==> config.mk <==
export PLATFORM = sky130hd
export DESIGN_NAME = output_drain_flat
export DESIGN_NICKNAME = d
export VERILOG_FILES = /design/src/rtl/output_drain_pkg.sv /design/src/rtl/output_drain_if.sv /design/src/rtl/output_drain_serializer.sv /design/src/rtl/output_drain.sv /design/src/flat_wrapper.sv
export SDC_FILE = /design/constraint.sdc
export NUM_CORES = 1
export LEC_CHECK = 0
export CAP_MARGIN = 5
export CORE_UTILIZATION = 36
export DETAILED_ROUTE_END_ITERATION = 8
export GPL_TIMING_DRIVEN = 0
export HOLD_SLACK_MARGIN = 0.12
export SLEW_MARGIN = 20
export SYNTH_ARGS = -nofsm -noshare
export SYNTH_HDL_FRONTEND = slang
export SYNTH_SLANG_ARGS = --single-unit
==> constraint.sdc <==
create_clock -name clk -period 6.28 [get_ports clk]
set_input_delay 0.628 -clock clk [delete_from_list [all_inputs] [get_ports clk]]
set_output_delay 0.628 -clock clk [all_outputs]
set_load 0.02 [all_outputs]
==> src/rtl/output_drain_pkg.sv <==
// Shared widths and drain FSM encoding for the output read-out path.
// Common with the matmul top and the memory models.
package output_drain_pkg;

    localparam int unsigned DWIDTH       = 8;
    localparam int unsigned MAT_MUL_SIZE = 4;
    localparam int unsigned AWIDTH       = 10;
    localparam int unsigned ROW_W        = 3;

    typedef enum logic [2:0] {
        ST_IDLE = 3'd0,
        ST_READ = 3'd1,
        ST_WAIT = 3'd2,
        ST_SEND = 3'd3,
        ST_DONE = 3'd4
    } drain_state_t;

    // Row requests above the matrix height saturate at the height.
    function automatic logic [ROW_W-1:0] clamp_rows(input logic [ROW_W-1:0] n,
                                                    input int unsigned     limit);
        logic [ROW_W-1:0] lim;
        lim = ROW_W'(limit);
        return (n > lim) ? lim : n;
    endfunction

endpackage

==> src/rtl/output_drain_if.sv <==
// Host control, BRAM read port and byte stream of the output drain.
// master = host/DMA/BRAM side, slave = the drain engine.
interface output_drain_if
    import output_drain_pkg::*;
#(
    parameter int unsigned DWIDTH       = output_drain_pkg::DWIDTH,
    parameter int unsigned MAT_MUL_SIZE = output_drain_pkg::MAT_MUL_SIZE,
    parameter int unsigned AWIDTH       = output_drain_pkg::AWIDTH
) ();

    logic                           start;
    logic [AWIDTH-1:0]              base_addr;
    logic [ROW_W-1:0]               num_rows;
    logic [AWIDTH-1:0]              addr_stride;
    logic                           busy;
    logic                           done;

    logic                           rd_en;
    logic [AWIDTH-1:0]              rd_addr;
    logic [MAT_MUL_SIZE*DWIDTH-1:0] rd_data;

    logic                           out_valid;
    logic                           out_ready;
    logic [DWIDTH-1:0]              out_data;
    logic                           out_last;

    modport master (
        output start, base_addr, num_rows, addr_stride, rd_data, out_ready,
        input  busy, done, rd_en, rd_addr, out_valid, out_data, out_last
    );

    modport slave (
        input  start, base_addr, num_rows, addr_stride, rd_data, out_ready,
        output busy, done, rd_en, rd_addr, out_valid, out_data, out_last
    );

endinterface

==> src/rtl/output_drain_serializer.sv <==
// Row buffer and element serializer: turns one BRAM word into
// MAT_MUL_SIZE valid/ready beats, element 0 from the low byte.
module drain_serializer
    import output_drain_pkg::*;
#(
    parameter int unsigned DWIDTH       = output_drain_pkg::DWIDTH,
    parameter int unsigned MAT_MUL_SIZE = output_drain_pkg::MAT_MUL_SIZE
) (
    input  logic                           clk,
    input  logic                           reset,
    input  logic                           i_load,
    input  logic                           i_last_row,
    input  logic [MAT_MUL_SIZE*DWIDTH-1:0] i_rd_data,
    input  logic                           i_ready,
    output logic                           o_valid,
    output logic [DWIDTH-1:0]              o_data,
    output logic                           o_last,
    output logic                           o_row_done
);

    localparam int unsigned      IDX_W    = (MAT_MUL_SIZE > 1) ? $clog2(MAT_MUL_SIZE) : 1;
    localparam logic [IDX_W-1:0] LAST_IDX = IDX_W'(MAT_MUL_SIZE - 1);

    logic [MAT_MUL_SIZE-1:0][DWIDTH-1:0] r_buf;
    logic [IDX_W-1:0]                    r_idx;
    logic                                r_valid;
    logic                                r_last_row;
    logic                                w_at_last;

    assign w_at_last = (r_idx == LAST_IDX);

    always_ff @(posedge clk or posedge reset) begin
        if (reset) begin
            r_buf      <= '0;
            r_idx      <= '0;
            r_valid    <= 1'b0;
            r_last_row <= 1'b0;
        end else if (i_load) begin
            r_buf      <= i_rd_data;
            r_idx      <= '0;
            r_valid    <= 1'b1;
            r_last_row <= i_last_row;
        end else if (r_valid && i_ready) begin
            if (w_at_last) begin
                r_valid <= 1'b0;
            end else begin
                r_idx <= r_idx + IDX_W'(1);
            end
        end
    end

    // Data/last only move on a handshake, so they hold through stalls.
    assign o_valid    = r_valid;
    assign o_data     = r_buf[r_idx];
    assign o_last     = r_valid && r_last_row && w_at_last;
    assign o_row_done = r_valid && i_ready && w_at_last;

endmodule

==> src/rtl/output_drain.sv <==
// Output BRAM drain: walks result rows from base_addr by addr_stride and
// streams each row's elements out through drain_serializer.
module output_drain
    import output_drain_pkg::*;
#(
    parameter int unsigned DWIDTH       = output_drain_pkg::DWIDTH,
    parameter int unsigned MAT_MUL_SIZE = output_drain_pkg::MAT_MUL_SIZE,
    parameter int unsigned AWIDTH       = output_drain_pkg::AWIDTH
) (
    input logic           clk,
    input logic           reset,
    output_drain_if.slave bus
);

    drain_state_t      r_state;
    logic [ROW_W-1:0]  r_rows;
    logic [ROW_W-1:0]  r_row;
    logic [AWIDTH-1:0] r_row_addr;
    logic [AWIDTH-1:0] r_stride;
    logic              r_rd_en;
    logic [AWIDTH-1:0] r_rd_addr;
    logic              r_busy;
    logic              r_done;

    logic [ROW_W-1:0]  w_rows_clamped;
    logic [AWIDTH-1:0] w_next_addr;
    logic              w_load;
    logic              w_last_row;
    logic              w_row_done;
    logic              w_out_valid;
    logic [DWIDTH-1:0] w_out_data;
    logic              w_out_last;

    assign w_rows_clamped = clamp_rows(bus.num_rows, MAT_MUL_SIZE);
    assign w_next_addr    = r_row_addr + r_stride;
    assign w_load         = (r_state == ST_WAIT);
    assign w_last_row     = (r_row == (r_rows - ROW_W'(1)));

    // Row address is accumulated, so the modulo-2^AWIDTH wrap is implicit.
    always_ff @(posedge clk or posedge reset) begin
        if (reset) begin
            r_state    <= ST_IDLE;
            r_rows     <= '0;
            r_row      <= '0;
            r_row_addr <= '0;
            r_stride   <= '0;
            r_rd_en    <= 1'b0;
            r_rd_addr  <= '0;
            r_busy     <= 1'b0;
            r_done     <= 1'b0;
        end else begin
            r_rd_en   <= 1'b0;
            r_rd_addr <= '0;
            r_done    <= 1'b0;
            case (r_state)
                ST_IDLE: begin
                    if (bus.start) begin
                        r_rows     <= w_rows_clamped;
                        r_stride   <= bus.addr_stride;
                        r_row      <= '0;
                        r_row_addr <= bus.base_addr;
                        r_busy     <= 1'b1;
                        if (w_rows_clamped == '0) begin
                            r_state <= ST_DONE;
                            r_done  <= 1'b1;
                        end else begin
                            r_state   <= ST_READ;
                            r_rd_en   <= 1'b1;
                            r_rd_addr <= bus.base_addr;
                        end
                    end
                end
                ST_READ: r_state <= ST_WAIT;
                ST_WAIT: r_state <= ST_SEND;
                ST_SEND: begin
                    if (w_row_done) begin
                        if (w_last_row) begin
                            r_state <= ST_DONE;
                            r_done  <= 1'b1;
                        end else begin
                            r_state    <= ST_READ;
                            r_row      <= r_row + ROW_W'(1);
                            r_row_addr <= w_next_addr;
                            r_rd_en    <= 1'b1;
                            r_rd_addr  <= w_next_addr;
                        end
                    end
                end
                ST_DONE: begin
                    r_state <= ST_IDLE;
                    r_busy  <= 1'b0;
                end
                default: r_state <= ST_IDLE;
            endcase
        end
    end

    drain_serializer #(
        .DWIDTH       (DWIDTH),
        .MAT_MUL_SIZE (MAT_MUL_SIZE)
    ) u_serializer (
        .clk        (clk),
        .reset      (reset),
        .i_load     (w_load),
        .i_last_row (w_last_row),
        .i_rd_data  (bus.rd_data),
        .i_ready    (bus.out_ready),
        .o_valid    (w_out_valid),
        .o_data     (w_out_data),
        .o_last     (w_out_last),
        .o_row_done (w_row_done)
    );

    assign bus.rd_en     = r_rd_en;
    assign bus.rd_addr   = r_rd_addr;
    assign bus.busy      = r_busy;
    assign bus.done      = r_done;
    assign bus.out_valid = w_out_valid;
    assign bus.out_data  = w_out_data;
    assign bus.out_last  = w_out_last;

endmodule

==> src/flat_wrapper.sv <==
// flat-port wrapper written by rule: the top's interface ports become plain ports
module output_drain_flat import output_drain_pkg::*;
#(
    parameter int unsigned DWIDTH       = output_drain_pkg::DWIDTH,
    parameter int unsigned MAT_MUL_SIZE = output_drain_pkg::MAT_MUL_SIZE,
    parameter int unsigned AWIDTH       = output_drain_pkg::AWIDTH
)
  (clk, reset, bus_start, bus_base_addr, bus_num_rows, bus_addr_stride, bus_rd_data, bus_out_ready, bus_busy, bus_done, bus_rd_en, bus_rd_addr, bus_out_valid, bus_out_data, bus_out_last);
  output_drain_if #(.DWIDTH(DWIDTH), .MAT_MUL_SIZE(MAT_MUL_SIZE), .AWIDTH(AWIDTH)) bus_i ();
  input logic clk;
  input logic reset;
  input wire logic [$bits(bus_i.start)-1:0] bus_start;
  input wire logic [$bits(bus_i.base_addr)-1:0] bus_base_addr;
  input wire logic [$bits(bus_i.num_rows)-1:0] bus_num_rows;
  input wire logic [$bits(bus_i.addr_stride)-1:0] bus_addr_stride;
  input wire logic [$bits(bus_i.rd_data)-1:0] bus_rd_data;
  input wire logic [$bits(bus_i.out_ready)-1:0] bus_out_ready;
  output wire logic [$bits(bus_i.busy)-1:0] bus_busy;
  output wire logic [$bits(bus_i.done)-1:0] bus_done;
  output wire logic [$bits(bus_i.rd_en)-1:0] bus_rd_en;
  output wire logic [$bits(bus_i.rd_addr)-1:0] bus_rd_addr;
  output wire logic [$bits(bus_i.out_valid)-1:0] bus_out_valid;
  output wire logic [$bits(bus_i.out_data)-1:0] bus_out_data;
  output wire logic [$bits(bus_i.out_last)-1:0] bus_out_last;
  assign bus_i.start = bus_start;
  assign bus_i.base_addr = bus_base_addr;
  assign bus_i.num_rows = bus_num_rows;
  assign bus_i.addr_stride = bus_addr_stride;
  assign bus_i.rd_data = bus_rd_data;
  assign bus_i.out_ready = bus_out_ready;
  assign bus_busy = bus_i.busy;
  assign bus_done = bus_i.done;
  assign bus_rd_en = bus_i.rd_en;
  assign bus_rd_addr = bus_i.rd_addr;
  assign bus_out_valid = bus_i.out_valid;
  assign bus_out_data = bus_i.out_data;
  assign bus_out_last = bus_i.out_last;
  output_drain #(.DWIDTH(DWIDTH), .MAT_MUL_SIZE(MAT_MUL_SIZE), .AWIDTH(AWIDTH)) u_core (.clk(clk), .reset(reset), .bus(bus_i));
endmodule
**Track usage over the die**

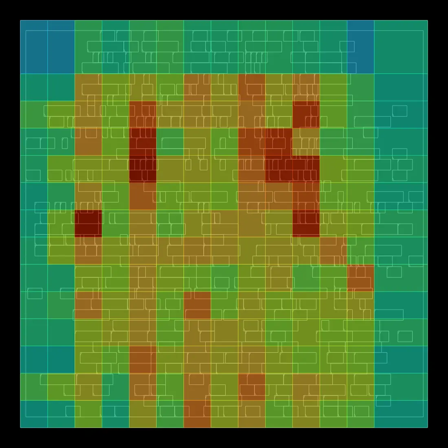
met2 usage: 27.54%
global routing usage on met3: 2.419%
wire per inst: 15.22 um

**Cell classes on the final placement**

Bar = 20 um. Fill, decap, tap and diode cells in gray.
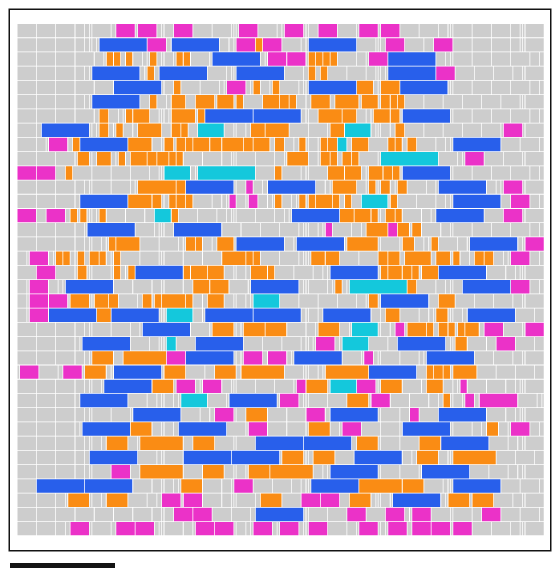
- cyan: clock drivers and dummy loads (cells 16; share of their area 5.2%)
- orange: combinational and other logic (cells 229; share of their area 35%)
- blue: sequential cells (cells 78; share of their area 41%)
- magenta: remaining buffers and delay cells (cells 93; share of their area 18%)
# rows: 36
CORE AREA: 0.009864 sq mm

==> impl_metrics.env <==
# physical design summary
export IMPL_final_period_minus_worst_setup_slack_ns=2.788
export IMPL_status="complete, no violations"
export IMPL_grt_antenna_before_repair=0
export IMPL_cpMaxStageDelayCell="clkdlybuf4s50_1"
export IMPL_reg2reg_from="u_core.r_stride[0]"
export IMPL_synth_distinct_cells=46
export IMPL_n_all_buffers=93
export IMPL_drc_errors=0
export IMPL_fa_ha_area_share_pct=4.613
export IMPL_grt_busiest_layer="met2"
export IMPL_cts_resized=0
export IMPL_p_comb_share_pct=41.3
export IMPL_grt_pass1_wl_um=13920
export IMPL_slew_headroom_pct=41.09
export IMPL_total_power_mw=2.123
export IMPL_seq_share_pct=39.51
export IMPL_cts_sinks=78
export IMPL_setup_viol=0
export IMPL_critPathRequiredTime_ns=5.65
export IMPL_ys_sh_aoi_pct=8.446
export IMPL_clk_latency_ns=0.35
export IMPL_critPathLaunch="u_core.u_serializer.r_idx[1]"
export IMPL_combGateArea_sq_mm=0.001669
export IMPL_syn_inst=318
export IMPL_clkPwrFrac_pct=21.8
export IMPL_rrSetupSlack_ns=4.04
export IMPL_yosysTopAreaCell="dfrtp_1"
export IMPL_hpwl_um=5930
export IMPL_r2r_end="u_core.r_row_addr[8]"
export IMPL_port_buffers=81
export IMPL_utilization_pct=50.08
export IMPL_fin_setup_tns_ns=0
export IMPL_fin_skew_ns=0.008672
export IMPL_synth_area_per_cell_sq_um=11.60
export IMPL_synth_most_common_cell="dfrtp_1"
export IMPL_cts_path_max_buffers=2
export IMPL_fin_crit_sh_pct=44.40
export IMPL_first_iter_violations=82
export IMPL_power_top_consumer="combinational cells"
export IMPL_critPathMaxFanout=9
export IMPL_crit_path_end_kind="output pin"
export IMPL_ff_count=78
export IMPL_crit_type="flop to output pin"
export IMPL_placed_cells=533
export IMPL_place_gp_congestion=0.8097
export IMPL_ys_area_sq_mm=0.003689
